**Run 1: met1 routing**

The bar under the picture is 20 µm long. Supply wires on this layer in gray. Cells faint in the background.
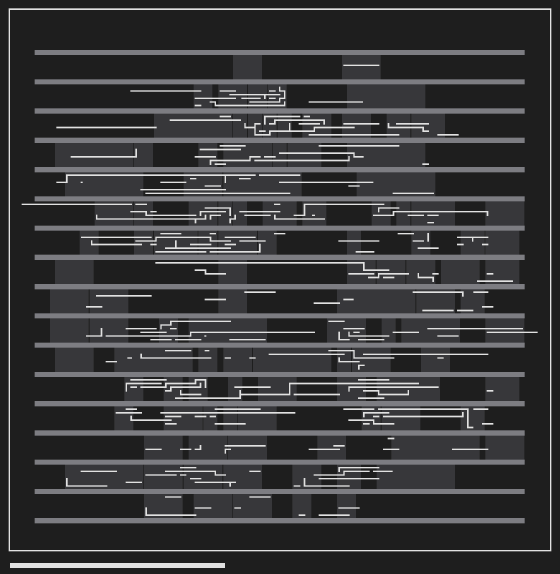
**Run 1: track usage over the die**

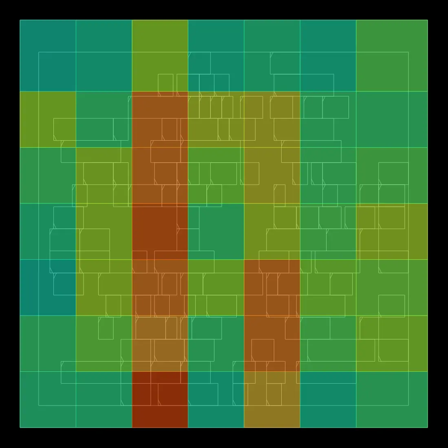
**Run 1: drive-strength map**

The bar under the picture is 20 µm long.
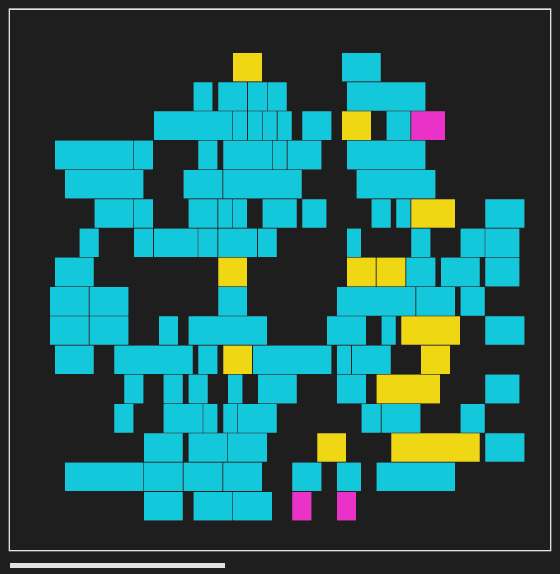
==> config.mk <==
export PLATFORM = sky130hd
export DESIGN_NAME = shift_arb_seq
export DESIGN_NICKNAME = d
export VERILOG_FILES = /design/src/rtl/shift_arb_seq_pkg.sv /design/src/rtl/rr_arb2.sv /design/src/rtl/shift_arb_seq.sv
export SDC_FILE = /design/constraint.sdc
export NUM_CORES = 1
export LEC_CHECK = 0
export CAP_MARGIN = 10
export CORE_MARGIN = 2
export CORE_UTILIZATION = 35
export CTS_CLUSTER_DIAMETER = 100
export DETAILED_ROUTE_END_ITERATION = 12
export GPL_TIMING_DRIVEN = 1
export SLEW_MARGIN = 10
export SYNTH_ARGS = -nofsm -noshare
export SYNTH_HDL_FRONTEND = slang
export SYNTH_SLANG_ARGS = --single-unit
==> constraint.sdc <==
create_clock -name CLK -period 2.6 [get_ports CLK]
set_input_delay 0.65 -clock CLK [delete_from_list [all_inputs] [get_ports CLK]]
set_output_delay 0.65 -clock CLK [all_outputs]
set_load 0.02 [all_outputs]
==> flow_summary.json, run 1 <==
{
  "status": "complete, no violations",
  "r2r_cells": 5,
  "cts.path.max_buffers": 2,
  "critPathBufInv": 2,
  "cts_hold_buffers": 0,
  "ant_nets": 0,
  "top_area_cell": "dfxtp_1",
  "postCtsSetupBuffers": 0,
  "grt_overflow": 0,
  "top_cell_area_share_pct": 34.84,
  "hpwl_mm": 1.260,
  "h-tree-depth": 1,
  "clockNetworkAreaShare_pct": 2.518,
  "vias_per_cell": 4.993,
  "wl_met3_um": 66,
  "irDropWorstVdd_v": 0.0002477,
  "antenna_cells": 0,
  "clockBufferCount": 4,
  "routed-wl-met2_um": 800,
  "period_used_pct": 97.01,
  "die-height_um": 50.20,
  "max_cap_viol_count": 0,
  "final_layout_size_suffix_gt1_share_pct": 13.51,
  "ys.flops": 13,
  "wl_met1_um": 736,
  "taps": 27,
  "path_cells": "clkdlybuf4s50_1, mux2_4, a21oi_4, and3_1, buf_2",
  "crit_path_start_kind": "input port",
  "nFillCells": 178,
  "busiest_layer": "met2",
  "p_leak_nw": 0.4351,
  "flop-count": 13,
  "drc_errors": 0,
  "path_delay_family": "buffers and inverters",
  "hold_path_class": "flip-flop to flip-flop",
  "synth-cells-yosys": 85,
  "top_layer_used": "met4",
  "grt_util_met3_pct": 2.976,
  "topCellsByArea": "dfxtp_1 (35%), mux2i_1 (17%), a21oi_1 (4.7%), o21ai_0 (4.7%), nor2_1 (4.0%)",
  "dieArea_mm2": 0.002520,
  "max_stage_delay_ps": 420,
  "cp-end-kind": "output port",
  "clk_pin_slew_ps": 80,
  "intPower_w": 0.0003590,
  "num_rows": 16,
  "final-seq-area_um2": 260.3,
  "fin_crit_ps": 2522,
  "flop_cell": "dfxtp_1",
  "cp.arrival_ps": 1870,
  "common_cells": "dfxtp_1 (13), mux2i_1 (13), nor2_1 (8)",
  "power.density_mw_per_mm2": 498.7,
  "sh_seq_area_pct": 24.94,
  "cts.root.buffer_cell": "clkbuf_4",
  "fin_cells": 138,
  "required_ps": 1950,
  "pwr-share-comb_pct": 30.3,
  "sequentialPowerShare_pct": 45.1,
  "antenna_found_initial": 0,
  "relSlewSlack_pct": 78.17,
  "ys_chip_area_um2": 747.0,
  "wl_per_cell_um": 11.91,
  "top_power_group": "registers",
  "syn_area_per_cell_um2": 8.788,
  "syn_inst": 85,
  "dr.pass1.iters": 3,
  "ys_warn_count": 0
}
About 'met1 routing':
wire length on this layer: 736 µm
longest straight run: 19.3 µm
via count: 689
drt total wl: 1.643 mm

About 'track usage over the die':
M2 GR Usage: 26.54%
GR met1 Demand/Resource: 17.32%
Total GRT Usage: 15.25%

About 'drive-strength map':
[magenta] _2 cells | cells: 3 | share: 2.7%
[yellow] _3 and _4 cells | cells: 12 | share: 11%
[cyan] _0 and _1 cells | cells: 96 | share: 86%
Non-clk bufs: 28
fin area: 0.001044 mm²
Area Overhead vs Synth: 39.70%
final worst setup slack: 77.66 ps

-- run 1: logic make-up after synthesis --
logic type                 Yosys count  share of synthesized area (%)
DFF                                 13                          34.84
AOI/OAI and AO/OA                   21                          16.75
adders and majority gates            1                          1.675
and+or+nand+nor                     28                          20.43
buffers and inverters                7                          5.360
muxes                               15                          20.94
-- run 1: what timing repair did --
action,4_1_cts,5_1_grt
hold endpoints to repair,0,0
endpoints found under the setup margin,6,1
gates resized,13,2
-- run 1: placed cells by master, fill, tap and decap left out, types with 2 or more instances in the layout --
cell type	n
nand3b_1	2
nor2_1	8
o21a_1	2
buf_4	5
dfxtp_1	13
a21oi_1	7
and3_1	3
nand2_1	4
nor3_1	4
mux2i_1	12
o21ai_0	7
clkdlybuf4s50_1	17
clkbuf_4	3
nand2b_1	2
nor3b_1	2
dlygate4sd2_1	4
**Run 1: signal wires on met2**

The bar under the picture is 20 µm long. Cells faint in the background.
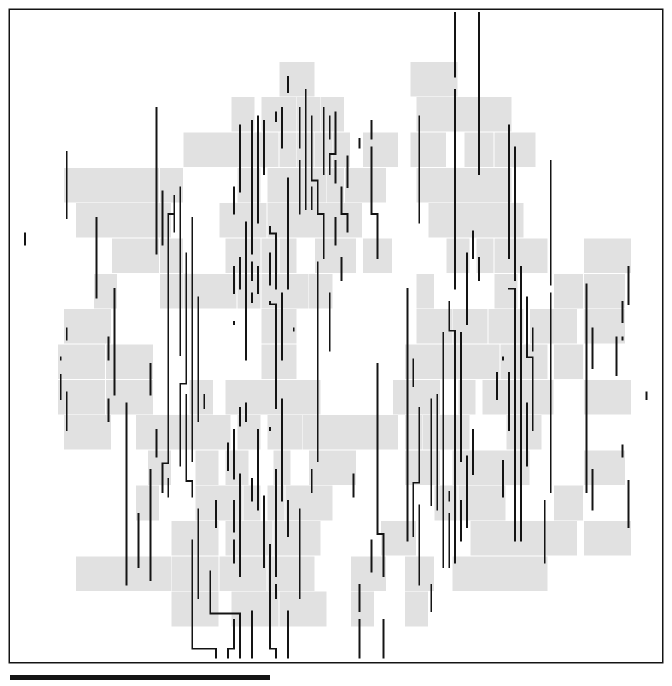

==> inputs of run 2 (changes only) <==
Settings changed: CORE_MARGIN 2 to unset.
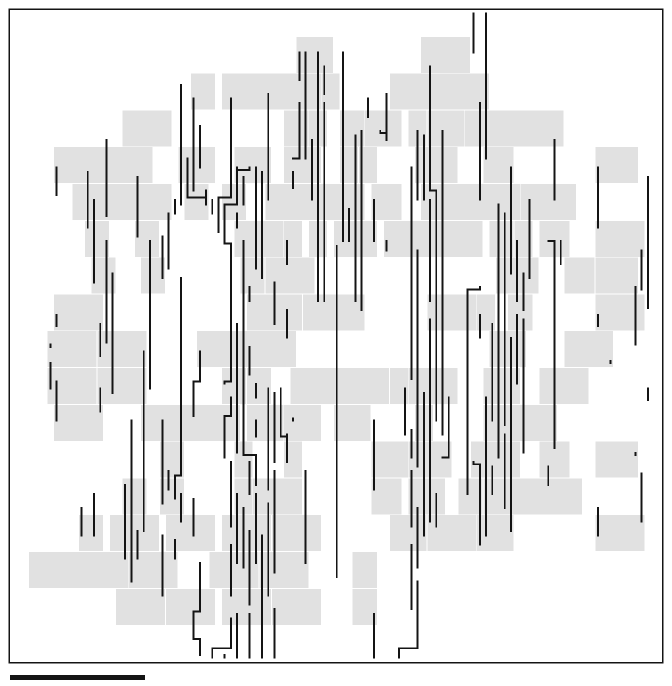
**Above:** run 2 (signal wires on met2).
The bar under the picture is 10 µm long. Cells faint in the background.
wire length on this layer: 875 µm
main direction: vertical
drt total wl: 1.760 mm
M2 GR Usage: 30.93%

==> run 2 against run 1 <==
Global-route usage grew 2.1 points; via count grew 1.5%; largest power group unchanged; critical path type unchanged; maximum frequency grew 0.18%; cell count is the same; non-clock buffer count is the same; clock-buffer cell count is the same; design area shrank 1.9%.
==> flow_summary.json, run 2 <==
{
  "required_ps": 1950,
  "dieArea_mm2": 0.002323,
  "grt_max_degree": 17,
  "grtUsageTotal_pct": 17.34,
  "hold_path_class": "flip-flop to flip-flop",
  "die-height_um": 48.20,
  "hpwl_mm": 1.284,
  "clk_pin_slew_ps": 80,
  "syn_inst": 85,
  "fin_cells": 138,
  "ys_sh_xor_pct": 0,
  "layout_top_cell": "clkdlybuf4s50_1",
  "crit_path_start_kind": "input port",
  "syn_area_per_cell_um2": 8.788,
  "max_clock_freq_mhz": 397.2,
  "cts.root.buffer_cell": "clkbuf_4",
  "final_layout_size_suffix_gt1_share_pct": 12.61,
  "vias_per_cell": 5.065,
  "intPower_w": 0.0003567,
  "power.density_mw_per_mm2": 508.5,
  "wl_per_cell_um": 12.75,
  "ys_warn_count": 0,
  "logic_family": "multiplexers",
  "r2r_cells": 5,
  "max_cap_viol_count": 0,
  "aoi_share_pct": 16.75,
  "num_rows": 16,
  "topCellsByArea": "dfxtp_1 (35%), mux2i_1 (17%), a21oi_1 (4.7%), o21ai_0 (4.7%), nor2_1 (4.0%)",
  "num_vias": 699,
  "status": "complete, no violations",
  "ys.flops": 13,
  "ys_sh_simple_pct": 20.44,
  "p_leak_nw": 0.4354,
  "cp-end-kind": "output port",
  "h-tree-depth": 1,
  "top_cell_area_share_pct": 34.84,
  "ys_chip_area_um2": 747.0,
  "mux_share_pct": 20.94,
  "flop_cell": "dfxtp_1",
  "period_used_pct": 96.84,
  "relSlewSlack_pct": 77.85,
  "layout_setup_ws_ps": 82.27,
  "cts.path.max_buffers": 2,
  "ant_nets": 0,
  "postCtsSetupBuffers": 0,
  "cts_hold_buffers": 0,
  "top_power_group": "registers",
  "pwr-share-comb_pct": 29.8,
  "common_cells": "dfxtp_1 (13), mux2i_1 (13), nor2_1 (8)",
  "cts_resized": 10
}
==> run 2: cell counts after synthesis <==
Identical to the previous run, type by type.
==> run 2: layer usage <==
layer	share of wire (%)	wire [µm]	global-route usage, %
met1	45	793	18.69
met3	2.8	50	3.704
met2	50	875	30.93
met4	2.3	40	10.00
met5	0	0	0
==> run 2: worst max-delay path: stages <==
cell	delay (ps)
clkdlybuf4s50_1	430
mux2_4	280
a21oi_2	170
and3_1	170
buf_2	160
==> run 2: area by class of cell <==
| type | count | area [µm²] | area share, % |
|---|---|---|---|
| inverters | 1 | 3.754 | 0.3667 |
| well taps | 27 | 33.78 | 3.301 |
| multi-input cells | 65 | 446.7 | 43.64 |
| clock buffers | 4 | 26.28 | 2.567 |
| flip-flops and latches | 13 | 260.3 | 25.43 |
| repair buffers | 28 | 252.7 | 24.69 |
Power is estimated from default activity; no workload was simulated.
